**config.mk**
```make
export PLATFORM = sky130hd
export DESIGN_NAME = wall_map
export DESIGN_NICKNAME = d
export VERILOG_FILES = /design/src/rtl/wall_map.sv
export SDC_FILE = /design/constraint.sdc
export NUM_CORES = 1
export LEC_CHECK = 0
export CORE_ASPECT_RATIO = 1.5
export CORE_UTILIZATION = 57
export DETAILED_ROUTE_END_ITERATION = 8
export PLACE_DENSITY = 0.77
export SYNTH_ARGS = -nofsm -noshare
export SYNTH_HDL_FRONTEND = slang
export SYNTH_SLANG_ARGS = --single-unit
```
**constraint.sdc**
```tcl
create_clock -name clk -period 10 [get_ports clk]
set_input_delay 2 -clock clk [delete_from_list [all_inputs] [get_ports clk]]
set_output_delay 2 -clock clk [all_outputs]
set_load 0.01 [all_outputs]
```
**src/rtl/wall_map.sv**
```systemverilog
// Arena wall tile map: per-spot tile lookup with one-clock lookahead, power-up
// init sequencer, game-logic write port and a four-slot crumble animator.
module wall_map #(
  parameter int COLS        = 15,
  parameter int ROWS        = 13,
  parameter int ORIGIN_X    = 160,
  parameter int ORIGIN_Y    = 92,
  parameter int ANIM_FRAMES = 8
) (
  input  logic               clk,
  input  logic               reset_n,
  input  logic signed [10:0] spotX,
  input  logic signed [10:0] spotY,
  input  logic               frame_tick,
  input  logic               reinit,
  input  logic               wr_req,
  input  logic [3:0]         wr_col,
  input  logic [3:0]         wr_row,
  input  logic [3:0]         wr_code,
  input  logic               wr_destroy,
  output logic               wr_ack,
  output logic               busy,
  output logic [10:0]        centerXW,
  output logic [10:0]        centerYW,
  output logic [3:0]         sprite_num,
  output logic               o_dbg_state
);
  localparam int NT = COLS * ROWS;
  localparam int CW = $clog2(ANIM_FRAMES + 1);
  localparam logic [10:0] OFF_SCREEN = 11'h7C0;

  typedef enum logic {S_IDLE = 1'b0, S_INIT = 1'b1} state_t;

  state_t                r_state;
  logic                  r_busy, r_ack;
  logic [7:0]            r_iaddr;
  logic [3:0]            r_icol, r_irow;
  logic [3:0]            r_sv, r_sp;
  logic [3:0][7:0]       r_sa;
  logic [3:0][1:0]       r_ss;
  logic [3:0][CW-1:0]    r_sc;
  logic [3:0]            r_mem [NT];
  logic [3:0]            r_rd;
  logic                  r_hit;
  logic [10:0]           r_cx, r_cy;

  logic signed [10:0]    w_dx, w_dy, w_tx, w_ty;
  logic                  w_in, w_show;
  logic [7:0]            w_raddr;

  // Lookahead: resolve the tile one pixel ahead so registered outputs line up.
  assign w_dx = spotX + 11'sd1 - $signed(11'(ORIGIN_X));
  assign w_dy = spotY - $signed(11'(ORIGIN_Y));
  assign w_tx = w_dx >>> 5;
  assign w_ty = w_dy >>> 5;
  assign w_in = !w_tx[10] && (w_tx < $signed(11'(COLS))) &&
                !w_ty[10] && (w_ty < $signed(11'(ROWS)));
  assign w_raddr = w_in ? (8'(w_ty[3:0]) * 8'(COLS) + 8'(w_tx[3:0])) : 8'd0;

  always_ff @(posedge clk or negedge reset_n) begin
    if (!reset_n) begin
      r_hit <= 1'b0;
      r_cx  <= '0;
      r_cy  <= '0;
    end else begin
      r_hit <= w_in;
      r_cx  <= 11'(ORIGIN_X) + {2'b00, w_tx[3:0], 5'b0};
      r_cy  <= 11'(ORIGIN_Y) + {2'b00, w_ty[3:0], 5'b0};
    end
  end

  // Codes 7..14 are not drawable and fall through to the empty-tile output.
  assign w_show     = r_hit && (r_rd <= 4'd6);
  assign centerXW   = w_show ? r_cx : OFF_SCREEN;
  assign centerYW   = w_show ? r_cy : OFF_SCREEN;
  assign sprite_num = w_show ? r_rd : 4'd15;
  assign wr_ack     = r_ack;
  assign busy       = r_busy;
  assign o_dbg_state = r_state;

  logic [3:0] w_icode;
  always_comb begin
    w_icode = 4'd15;
    if (r_irow == 4'd0 || r_irow == 4'(ROWS - 1) || r_icol == 4'd0 || r_icol == 4'(COLS - 1))
      w_icode = 4'd0;
    else if (!r_irow[0] && !r_icol[0])
      w_icode = 4'd1;
  end

  logic [7:0] w_haddr;
  logic       w_hin;
  assign w_haddr = 8'(wr_row) * 8'(COLS) + 8'(wr_col);
  assign w_hin   = ({1'b0, wr_col} < 5'(COLS)) && ({1'b0, wr_row} < 5'(ROWS));

  logic [3:0]         w_sv, w_sp, w_due;
  logic [3:0][7:0]    w_sa;
  logic [3:0][1:0]    w_ss;
  logic [3:0][CW-1:0] w_sc;
  logic               w_we, w_take, w_svc, w_fhit, w_mhit;
  logic [7:0]         w_waddr;
  logic [3:0]         w_wdata;
  logic [1:0]         w_sidx, w_fidx;

  always_comb begin
    w_sv = r_sv; w_sa = r_sa; w_ss = r_ss; w_sc = r_sc; w_due = '0;
    w_we = 1'b0; w_waddr = '0; w_wdata = '0; w_take = 1'b0;
    w_svc = 1'b0; w_sidx = '0; w_fhit = 1'b0; w_fidx = '0; w_mhit = 1'b0;
    // A slot already waiting to write 15 stops counting until it is retired.
    for (int i = 0; i < 4; i++) begin
      if (frame_tick && r_sv[i] && r_ss[i] != 2'd3) begin
        if (r_sc[i] == CW'(ANIM_FRAMES - 1)) begin
          w_sc[i]  = '0;
          w_ss[i]  = r_ss[i] + 2'd1;
          w_due[i] = 1'b1;
        end else begin
          w_sc[i] = r_sc[i] + CW'(1);
        end
      end
    end
    w_sp = r_sp | w_due;
    for (int i = 0; i < 4; i++) begin
      if (r_sp[i] && !w_svc) begin w_svc = 1'b1; w_sidx = 2'(i); end
      if (!r_sv[i] && !w_fhit) begin w_fhit = 1'b1; w_fidx = 2'(i); end
      if (r_sv[i] && r_sa[i] == w_haddr) w_mhit = 1'b1;
    end
    if (reinit) begin
      w_we = 1'b0;
    end else if (r_state == S_INIT) begin
      w_we = 1'b1; w_waddr = r_iaddr; w_wdata = w_icode;
    end else if (w_svc) begin
      w_we    = 1'b1;
      w_waddr = r_sa[w_sidx];
      w_wdata = (r_ss[w_sidx] == 2'd3) ? 4'd15 : 4'd4 + {2'b00, r_ss[w_sidx]};
      w_sp[w_sidx] = w_due[w_sidx];
      if (r_ss[w_sidx] == 2'd3) w_sv[w_sidx] = 1'b0;
    end else if (wr_req && !r_ack) begin
      w_take = 1'b1;
      if (w_hin && !wr_destroy) begin
        w_we = 1'b1; w_waddr = w_haddr; w_wdata = wr_code;
        for (int i = 0; i < 4; i++)
          if (r_sv[i] && r_sa[i] == w_haddr) begin w_sv[i] = 1'b0; w_sp[i] = 1'b0; end
      end else if (w_hin && !w_mhit) begin
        w_we = 1'b1; w_waddr = w_haddr;
        if (w_fhit) begin
          w_wdata = 4'd4;
          w_sv[w_fidx] = 1'b1; w_sa[w_fidx] = w_haddr;
          w_ss[w_fidx] = 2'd0; w_sc[w_fidx] = '0; w_sp[w_fidx] = 1'b0;
        end else begin
          w_wdata = 4'd15;
        end
      end
    end
  end

  always_ff @(posedge clk) begin
    if (w_we) r_mem[w_waddr] <= w_wdata;
    r_rd <= r_mem[w_raddr];
  end

  always_ff @(posedge clk or negedge reset_n) begin
    if (!reset_n) begin
      r_state <= S_INIT;
      r_busy  <= 1'b1;
      r_ack   <= 1'b0;
      r_iaddr <= '0;
      r_icol  <= '0;
      r_irow  <= '0;
      r_sv    <= '0;
      r_sp    <= '0;
      r_sa    <= '0;
      r_ss    <= '0;
      r_sc    <= '0;
    end else begin
      r_ack <= w_take;
      if (reinit) begin
        r_state <= S_INIT;
        r_busy  <= 1'b1;
        r_iaddr <= '0;
        r_icol  <= '0;
        r_irow  <= '0;
        r_sv    <= '0;
        r_sp    <= '0;
      end else begin
        r_sv <= w_sv; r_sp <= w_sp; r_sa <= w_sa; r_ss <= w_ss; r_sc <= w_sc;
        case (r_state)
          S_INIT: begin
            if (r_iaddr == 8'(NT - 1)) begin
              r_state <= S_IDLE;
              r_busy  <= 1'b0;
            end else begin
              r_iaddr <= r_iaddr + 8'd1;
              if (r_icol == 4'(COLS - 1)) begin
                r_icol <= '0;
                r_irow <= r_irow + 4'd1;
              end else begin
                r_icol <= r_icol + 4'd1;
              end
            end
          end
          default: r_state <= S_IDLE;
        endcase
      end
    end
  end
endmodule

```
==> results.yml <==
# synthesis and place-and-route metrics
status:
  status: "complete, no violations"
flow_run:
  drv_cap: 0
  warnings: 52
critical_path:
  path_max_fanout: 10
  worst_setup_path_end_kind: "flip-flop"
  start_kind: "input port"
  cp.required_ns: 10.52
  path_cells: "clkdlybuf4s50_1 -> a31oi_1 -> xnor2_1 -> inv_1 -> fa_1 -> inv_1 -> fa_1 -> fa_1 -> ha_1 -> a211oi_1 -> nor2_1 -> xor2_1 -> buf_4 -> nand3_1 -> nand2_1 -> a2111oi_0 -> a2111oi_0 -> nor4_1 -> o21bai_1 -> o211ai_1"
  crit_path_frequent_cell: "fa_1"
  timing.critical_path.buf_inv: 4
  crit_slowest_cell: "a2111oi_0"
  cp_top_family: "adder cells"
  slowest_delay_ns: 0.75
  cp_data_arrival_time_ns: 9.10
  criticalPathCategory: "input port to flip-flop"
clocking:
  cts_tree: "yes"
  worstSkewPairLatency_ns: 0.65
  clockRootBuffer: "clkbuf_16"
  post_cts_resized: 0
  numCtsBuffers: 80
  htreeDepth: 3
  clk_path_buf_depth: 3
  cts_sinks: 879
  cts.clk_slew.worst_paths_ns: 0.06
  holdBufCountCts: 0
  post_cts.repair.setup_buffers: 0
logic_synthesis:
  most_common_cell: "edfxtp_1"
  topCombFamilyByArea: "AND-OR/OR-AND gates"
  top_area_frac: 0.593
  common_cells: "780 x edfxtp_1, 328 x nor2_1, 239 x nand2_1"
  synth_flop_count: 879
  ff_type: "edfxtp_1"
  synth.cellmix.adderShare: 0.0242
  ys_seq_frac: 0.655
  synth-edff-count: 780
  synth_area_um2: 39500
  yosys_area_um2: 39500
  largest_area_cell: "edfxtp_1"
  async_flop_share: 0.108
  mux_area_frac: 0.0567
  ys_sh_simple: 0.102
  synth_area_per_cell_um2: 13.0
  xor_area_frac: 0.0176
  synth.area.top_cells: "edfxtp_1 59%, dfrtp_1 5.9%, nor2_1 3.1%"
  yosys_cells: 3029
  synth_cell_types: 92
  synth.cellmix.compoundShare: 0.118
cells_and_area:
  comb_area_um2: 12800
  nNonClkInverters: 44
  antenna_cells: 1
  largest_register_ffs: 780
  top_register: "r_mem"
  comb.multi_input.count: 1904
  mostFrequentLayoutCell: "edfxtp_1"
  nFillCells: 4883
  area_delta_synth_final_pct: 11.3
  seqCellArea_um2: 25900
  flops: 879
  drive_above_1_share: 0.119
  nNetsFinal: 3179
  sh_comb_area: 0.290
  clock_buffers: 102
  largest_class: "flip-flops and latches"
  layout_top_cells: "780 x edfxtp_1, 324 x nor2_1, 236 x nand2_1, 126 x a21oi_1, 109 x mux2i_1"
  final-clk-cell-share: 0.0582
  top_regs: "r_mem: 780 flops, r_sa: 32 flops, r_sc: 16 flops"
  final_util: 0.645
  final-nonclk-buf-share: 0.0338
power:
  power.share.switching: 0.305
  intPower_mw: 6.29
  combinationalPowerShare: 0.221
  clockPowerShare: 0.338
  power.leakage_nw: 15.2
  seqPwrFrac: 0.440
  netSwitchingPower_mw: 2.75
  p_per_area_nw_per_um2: 206
  totalPowerFinal_mw: 9.04
global_route:
  grt_pass1_vias: 28000
  grt_pass1_wl_mm: 179
  grtUsageTotal: 0.346
  antenna_found_initial: 2
  grt_max_degree: 196
  grt_overflow_total: 0
  grtUsageMet2: 0.559
  grt-busiest-layer: "met2"
  use_met1: 0.399
  grt_use_met3: 0.0825
timing:
  finalWorstPathRequiredPeriod_ns: 8.58
  post-route-period-util: 0.858
  tightest_slew_ns: 1.39
  setup_tns_ns: 0
  finClkSkew_ns: 0.0298
  hold_slack_ns: 0.515
  slew_violations: 0
  hold_violations: 0
  max_freq_ghz: 0.117
  setup_viol: 0
  relSlewSlack: 0.0700
  rsz0062_at_grt: "false"
  finalWorstSetupSlack_ns: 1.42
floorplanning:
  rows: 117
  ios: 69
  dieArea_um2: 70400
  taps: 892
  fp_util: 0.579
placed_design:
  dp_hpwl_mm: 75.8
  portBuffers: 59
  gp_congestion: 1.01
  dp_cells: 3881
  postPlaceCellArea_um2: 41400
  dp_slack_ns: 0.905
drt:
  top_layer_used: "met5"
  drtPass1Iterations: 8
  vias: 28400
  detail-route-antenna-nets: 0
  wl_per_cell_um: 30.3
  vias_per_cell: 7.05
  dr_wl_met3_mm: 14.8
  wl_met1_mm: 38.0
  drt-initial-drc-count: 4049
  drc: 0
min_path:
  min_path_type: "flip-flop to flip-flop"
==> path summary, 6_finish.rpt <==
kind                          start           end  slack, ns  depth (start not counted)
max                        spotY[3]       r_rd[0]       1.42                         20
min                            busy          busy       0.51                          2
min reg2reg                    busy          busy       0.51                          2
max in group asynchronous   reset_n     r_irow[2]       7.45                          2
max reg2reg                 r_sp[0]  r_mem[37][0]       5.31                          8
min in group asynchronous   reset_n         r_hit       1.44                          1
==> power groups by stage <==
stage               Clock, mW  Combinational, mW  Sequential, mW
finish                   3.06               2.00            3.98
global route             3.20               2.05            3.98
CTS                      3.06               1.90            3.98
detailed placement          0               1.89            4.06
global placement            0               1.86            4.06
floorplan                   0               1.10            4.05
### Supply network

Pins as bars on the die edge.
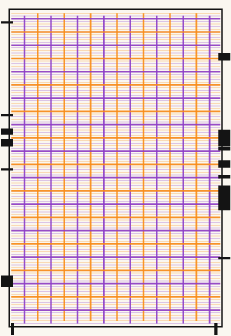
[orange] VDD
[purple] VSS
met5 straps: 23
met4 straps: 15
Die Height: 324 um
Max VDD drop: 175 uV
chip width: 217 um

### Placed cells, one color a class

Scale bar: 50 um.
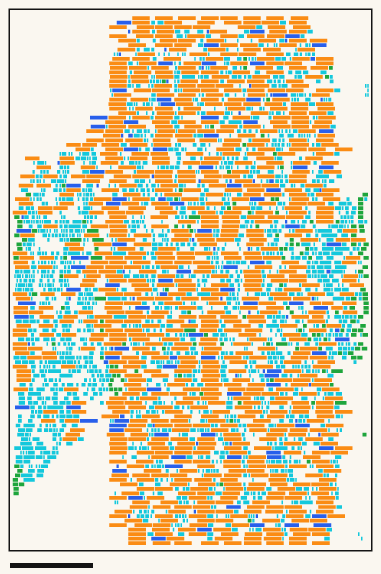
[blue] clock drivers and dummy loads | cells: 145 | share of their area: 6.0%
[green] remaining buffers and delay cells | cells: 162 | share of their area: 3.5%
[orange] sequential cells | cells: 879 | share of their area: 60%
[cyan] remaining logic cells | cells: 1,948 | share of their area: 30%
Final Cell Area: 44,000 um2
Seq area share: 0.589
Core ar.: 68,200 um2

Power and IR drop assume default switching activity.
